===== src/rtl/multicycle_ctrl.sv =====
// multicycle_ctrl: five-state (IF, ID, EX, MEM, WB) control unit for the
// RV32I-subset multicycle datapath.
//
// Ports:
//   clk          rising-edge clock
//   rst          asynchronous active-low reset (0 = reset)
//   instr[31:0]  instruction word, sampled on the IF->ID edge
//   Zero         ALU zero flag, sampled on the EX->MEM edge
//   PCSrc        1 = PC+branch_offset, 0 = PC+4 (WB only)
//   ALUSrc       1 = immediate as ALU op2
//   RegWrite     register-file write enable (WB only)
//   MemToReg     1 = write back dReadData
//   loadPC       PC update enable (WB only)
//   MemRead      data-memory read strobe (MEM only)
//   MemWrite     data-memory write strobe (MEM only)
//   ALUCtrl[3:0] ALU operation
//   instr_count  retired-instruction counter (wraps)
//   illegal      sticky illegal-opcode flag
//
// Optional feature, macro CTRL_ILLEGAL_TRAP_EN: an unknown opcode parks the
// FSM in HALT after EX and sets `illegal`. Without it, unknown opcodes run
// as NOPs and `illegal` is tied to 0.
module multicycle_ctrl #(
  parameter logic [6:0] SW        = 7'b0100011,
  parameter logic [6:0] LW        = 7'b0000011,
  parameter logic [6:0] IMMEDIATE = 7'b0010011,
  parameter logic [6:0] BEQ       = 7'b1100011,
  parameter logic [6:0] RR        = 7'b0110011
) (
  input  logic        clk,
  input  logic        rst,
  input  logic [31:0] instr,
  input  logic        Zero,
  output logic        PCSrc,
  output logic        ALUSrc,
  output logic        RegWrite,
  output logic        MemToReg,
  output logic        loadPC,
  output logic        MemRead,
  output logic        MemWrite,
  output logic [3:0]  ALUCtrl,
  output logic [31:0] instr_count,
  output logic        illegal
);

  localparam logic [3:0] ALU_AND = 4'b0000;
  localparam logic [3:0] ALU_OR  = 4'b0001;
  localparam logic [3:0] ALU_ADD = 4'b0010;
  localparam logic [3:0] ALU_SUB = 4'b0110;
  localparam logic [3:0] ALU_SLT = 4'b0111;
  localparam logic [3:0] ALU_SRL = 4'b1000;
  localparam logic [3:0] ALU_SLL = 4'b1001;
  localparam logic [3:0] ALU_SRA = 4'b1010;
  localparam logic [3:0] ALU_XOR = 4'b1101;

`ifdef CTRL_ILLEGAL_TRAP_EN
  typedef enum logic [2:0] {S_IF, S_ID, S_EX, S_MEM, S_WB, S_HALT} state_t;
`else
  typedef enum logic [2:0] {S_IF, S_ID, S_EX, S_MEM, S_WB} state_t;
`endif

  state_t     state, state_nxt;
  logic [6:0] opcode_q;
  logic [2:0] funct3_q;
  logic       f7b_q;
  logic       zero_q;
  logic [3:0] alu_dec;
  logic       in_body;

  // Only opcode, funct3 and instr[30] are decoded here.
  logic unused_instr_bits;
  assign unused_instr_bits = ^{instr[31], instr[29:15], instr[11:7]};

`ifdef CTRL_ILLEGAL_TRAP_EN
  logic legal_op;
  logic illegal_q;
  assign legal_op = (opcode_q == SW) || (opcode_q == LW) || (opcode_q == IMMEDIATE) ||
                    (opcode_q == BEQ) || (opcode_q == RR);
  assign illegal  = illegal_q;
`else
  assign illegal = 1'b0;
`endif

  always_ff @(posedge clk or negedge rst) begin
    if (!rst) begin
      state       <= S_IF;
      opcode_q    <= '0;
      funct3_q    <= '0;
      f7b_q       <= 1'b0;
      zero_q      <= 1'b0;
      instr_count <= '0;
`ifdef CTRL_ILLEGAL_TRAP_EN
      illegal_q   <= 1'b0;
`endif
    end else begin
      state <= state_nxt;
      if (state == S_IF) begin
        opcode_q <= instr[6:0];
        funct3_q <= instr[14:12];
        f7b_q    <= instr[30];
      end
      if (state == S_EX) zero_q <= Zero;
      if (state == S_WB) instr_count <= instr_count + 32'd1;
`ifdef CTRL_ILLEGAL_TRAP_EN
      if (state == S_EX && !legal_op) illegal_q <= 1'b1;
`endif
    end
  end

  always_comb begin
    state_nxt = state;
    case (state)
      S_IF:  state_nxt = S_ID;
      S_ID:  state_nxt = S_EX;
`ifdef CTRL_ILLEGAL_TRAP_EN
      S_EX:  state_nxt = legal_op ? S_MEM : S_HALT;
      S_HALT: state_nxt = S_HALT;
`else
      S_EX:  state_nxt = S_MEM;
`endif
      S_MEM: state_nxt = S_WB;
      S_WB:  state_nxt = S_IF;
      default: state_nxt = S_IF;
    endcase
  end

  // ALU decode; IMMEDIATE shares the RR table except funct3=000 ignores f7b.
  always_comb begin
    alu_dec = ALU_ADD;
    if (opcode_q == BEQ) begin
      alu_dec = ALU_SUB;
    end else if (opcode_q == RR || opcode_q == IMMEDIATE) begin
      case (funct3_q)
        3'b000:  alu_dec = (opcode_q == RR && f7b_q) ? ALU_SUB : ALU_ADD;
        3'b111:  alu_dec = ALU_AND;
        3'b110:  alu_dec = ALU_OR;
        3'b100:  alu_dec = ALU_XOR;
        3'b010:  alu_dec = ALU_SLT;
        3'b001:  alu_dec = ALU_SLL;
        3'b101:  alu_dec = f7b_q ? ALU_SRA : ALU_SRL;
        default: alu_dec = ALU_ADD;
      endcase
    end
  end

  assign in_body = (state == S_ID) || (state == S_EX) || (state == S_MEM) || (state == S_WB);

  always_comb begin
    PCSrc    = 1'b0;
    ALUSrc   = 1'b0;
    RegWrite = 1'b0;
    MemToReg = 1'b0;
    loadPC   = 1'b0;
    MemRead  = 1'b0;
    MemWrite = 1'b0;
    ALUCtrl  = ALU_ADD;
    if (in_body) begin
      ALUCtrl  = alu_dec;
      ALUSrc   = (opcode_q == LW) || (opcode_q == SW) || (opcode_q == IMMEDIATE);
      MemToReg = (opcode_q == LW);
    end
    if (state == S_MEM) begin
      MemRead  = (opcode_q == LW);
      MemWrite = (opcode_q == SW);
    end
    if (state == S_WB) begin
      RegWrite = (opcode_q == LW) || (opcode_q == IMMEDIATE) || (opcode_q == RR);
      loadPC   = 1'b1;
      PCSrc    = (opcode_q == BEQ) && zero_q;
    end
  end

endmodule


===== config.mk =====
export PLATFORM = sky130hd
export DESIGN_NAME = multicycle_ctrl
export DESIGN_NICKNAME = d
export VERILOG_FILES = /design/src/rtl/multicycle_ctrl.sv
export SDC_FILE = /design/constraint.sdc
export NUM_CORES = 1
export LEC_CHECK = 0
export ABC_AREA = 1
export CAP_MARGIN = 20
export CORE_ASPECT_RATIO = 1.25
export CORE_MARGIN = 1
export CORE_UTILIZATION = 35
export CTS_CLUSTER_SIZE = 12
export DETAILED_ROUTE_END_ITERATION = 10
export GPL_TIMING_DRIVEN = 0
export PLACE_DENSITY_LB_ADDON = 0.12
export SYNTH_ARGS = -nofsm -noshare
export SYNTH_HDL_FRONTEND = slang
export SYNTH_SLANG_ARGS = --single-unit

===== constraint.sdc =====
create_clock -name clk -period 1.7 [get_ports clk]
set_input_delay 0.34 -clock clk [delete_from_list [all_inputs] [get_ports clk]]
set_output_delay 0.34 -clock clk [all_outputs]
set_load 0.05 [all_outputs]

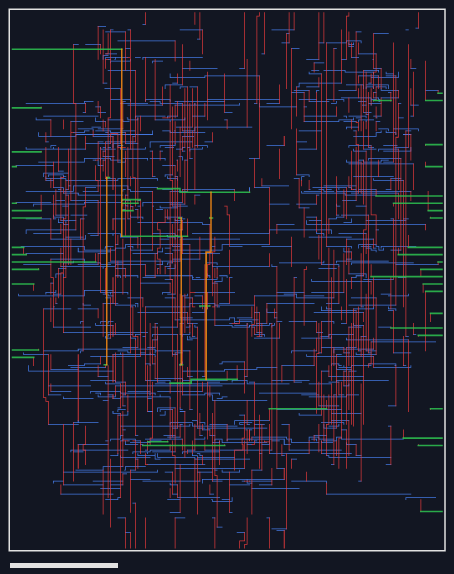
(images/layers.png)
The bar under the picture is 20 um long.
legend:
  M3:
    color: green
    wire_length: 275 um
  M1:
    color: blue
    wire_length: 2,850 um
  M2:
    color: red
    wire_length: 3,300 um
  M4:
    color: orange
    wire_length: 132 um
total number of vias: 2,479
WL per Instance: 12.5 um

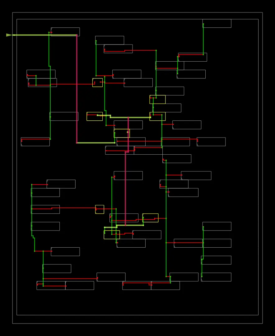
(images/clock_nets.png)
clock sinks: 47
CTS buffer count: 5
total clock network power: 733 uW
number of flip-flops and latches: 47
Clock Latency Late Sink: 300 ps

==> impl_metrics.json <==
{
  "outcome": "finished with violations",
  "violations": "negative setup slack",
  "crit_required_ps": 1360,
  "cts.repair.resized": 128,
  "design.final.nets": 466,
  "1st_iter_drt_viols": 50,
  "number_of_failing_hold_endpoints_at_the_final_stage": 0,
  "worstSetupPathType": "reg2out",
  "crit_path_start_kind": "register",
  "syn_nets": 379,
  "place_inst": 492,
  "synth_compound_gate_area_share": 0.0200,
  "startpoint_of_the_worst_register_to_register_path": "state[0]",
  "antenna-diode-count": 0,
  "critical_path.cell_chain": "nor2_4 -> nand2_4 -> buf_12 -> inv_16 -> nor2_4 -> inv_2 -> nand2_4 -> a21oi_4 -> buf_6",
  "setup_viol": 11,
  "netlist_logic_family_top": "simple AND/OR/NAND/NOR gates",
  "routed_via_density": 4.74,
  "post-place-ws_ps": -708,
  "timing.critical_path.to_type": "output port",
  "timing.critical_path.max_delay_family": "buffers and inverters",
  "postSynth.asyncResetShare": 1.00,
  "final.setup.tns_ps": -2350,
  "post-dp-hpwl_um": 4870,
  "total_die_size_um2": 8050,
  "power_leakage_uw": 0.00195,
  "number_of_distinct_library_cells_after_synthesis": 31,
  "drv_cap": 0,
  "critical_path.max_fanout": 4,
  "postSynthSeqShare": 0.437,
  "maxClockFrequency_mhz": 501,
  "design_area_um2": 3880,
  "portion_of_the_clock_cycle_consumed_by_the_worst_path_in_the_final_layout": 1.17,
  "pwr_per_cell_area_nw_per_um2": 520,
  "drive_above_1_share": 0.262,
  "yosys-stat-area_um2": 2690,
  "worst_case_setup_margin_in_the_final_layout_ps": -294,
  "rsz0062_at_grt": "true"
}
[cells in the final DEF (no fill, tap or decap), types with 4 or more instances in the layout]
master and count:
inv_2 5, nand3_2 6, nand4_1 14, mux2_2 6, dlygate4sd2_1 26, inv_1 35, clkbuf_2 4, buf_12 4
nand2_4 6, nand2_1 94, clkdlybuf4s50_1 12, xnor2_1 5, nand3_1 17, xor2_1 12, buf_6 15, nor2_1 41
dfrtp_1 43, a21oi_1 6, nor2_2 7, clkbuf_8 6, nand2_2 7, buf_4 14, nor2_4 9, dfrtp_2 4
[power by group]
part           total, uW  internal, uW  switching, uW
combinational        139          65.4           73.4
clock                733           333            400
sequential          1150          1130           14.0
[metal layers]
layer | global-route usage | share of wire
met2 | 0.295 | 0.50
met4 | 0.0632 | 0.020
met1 | 0.227 | 0.43
met3 | 0.0309 | 0.042
met5 | 0 | 0
[synth_stat cells (2+ instances only)]
library cell,number,area share
a21oi_1,8,0.015
dfrtp_1,47,0.44
inv_1,39,0.054
inv_2,2,0.0028
mux2_2,6,0.025
nand2_1,99,0.14
nand2_2,6,0.014
nand2_4,2,0.0084
nand3_1,19,0.035
nand3_2,4,0.015
nand3b_1,3,0.0084
nand4_1,14,0.033
nor2_1,49,0.068
nor2_2,3,0.0070
nor2_4,5,0.021
nor2_8,2,0.015
nor3_1,6,0.011
xnor2_1,5,0.016
xor2_1,12,0.039
[area by class of cell]
type	instances	area [um^2]	area share
buffer	3	32.5	0.00839
clock buffer	6	82.6	0.0213
clock inverter	2	16.3	0.00419
inverter	42	179	0.0461
multi-input combinational	251	1500	0.386
sequential	47	1180	0.305
tap	92	115	0.0297
timing repair buffer	80	774	0.200
[sequential cells by signal, summed over array words and instances, names as in the netlist]
register     flops
f7b_q            1
funct3_q         3
instr_count     32
opcode_q         7
state            3
zero_q           1
No activity file was given, so power comes from the tool's default toggle rates.
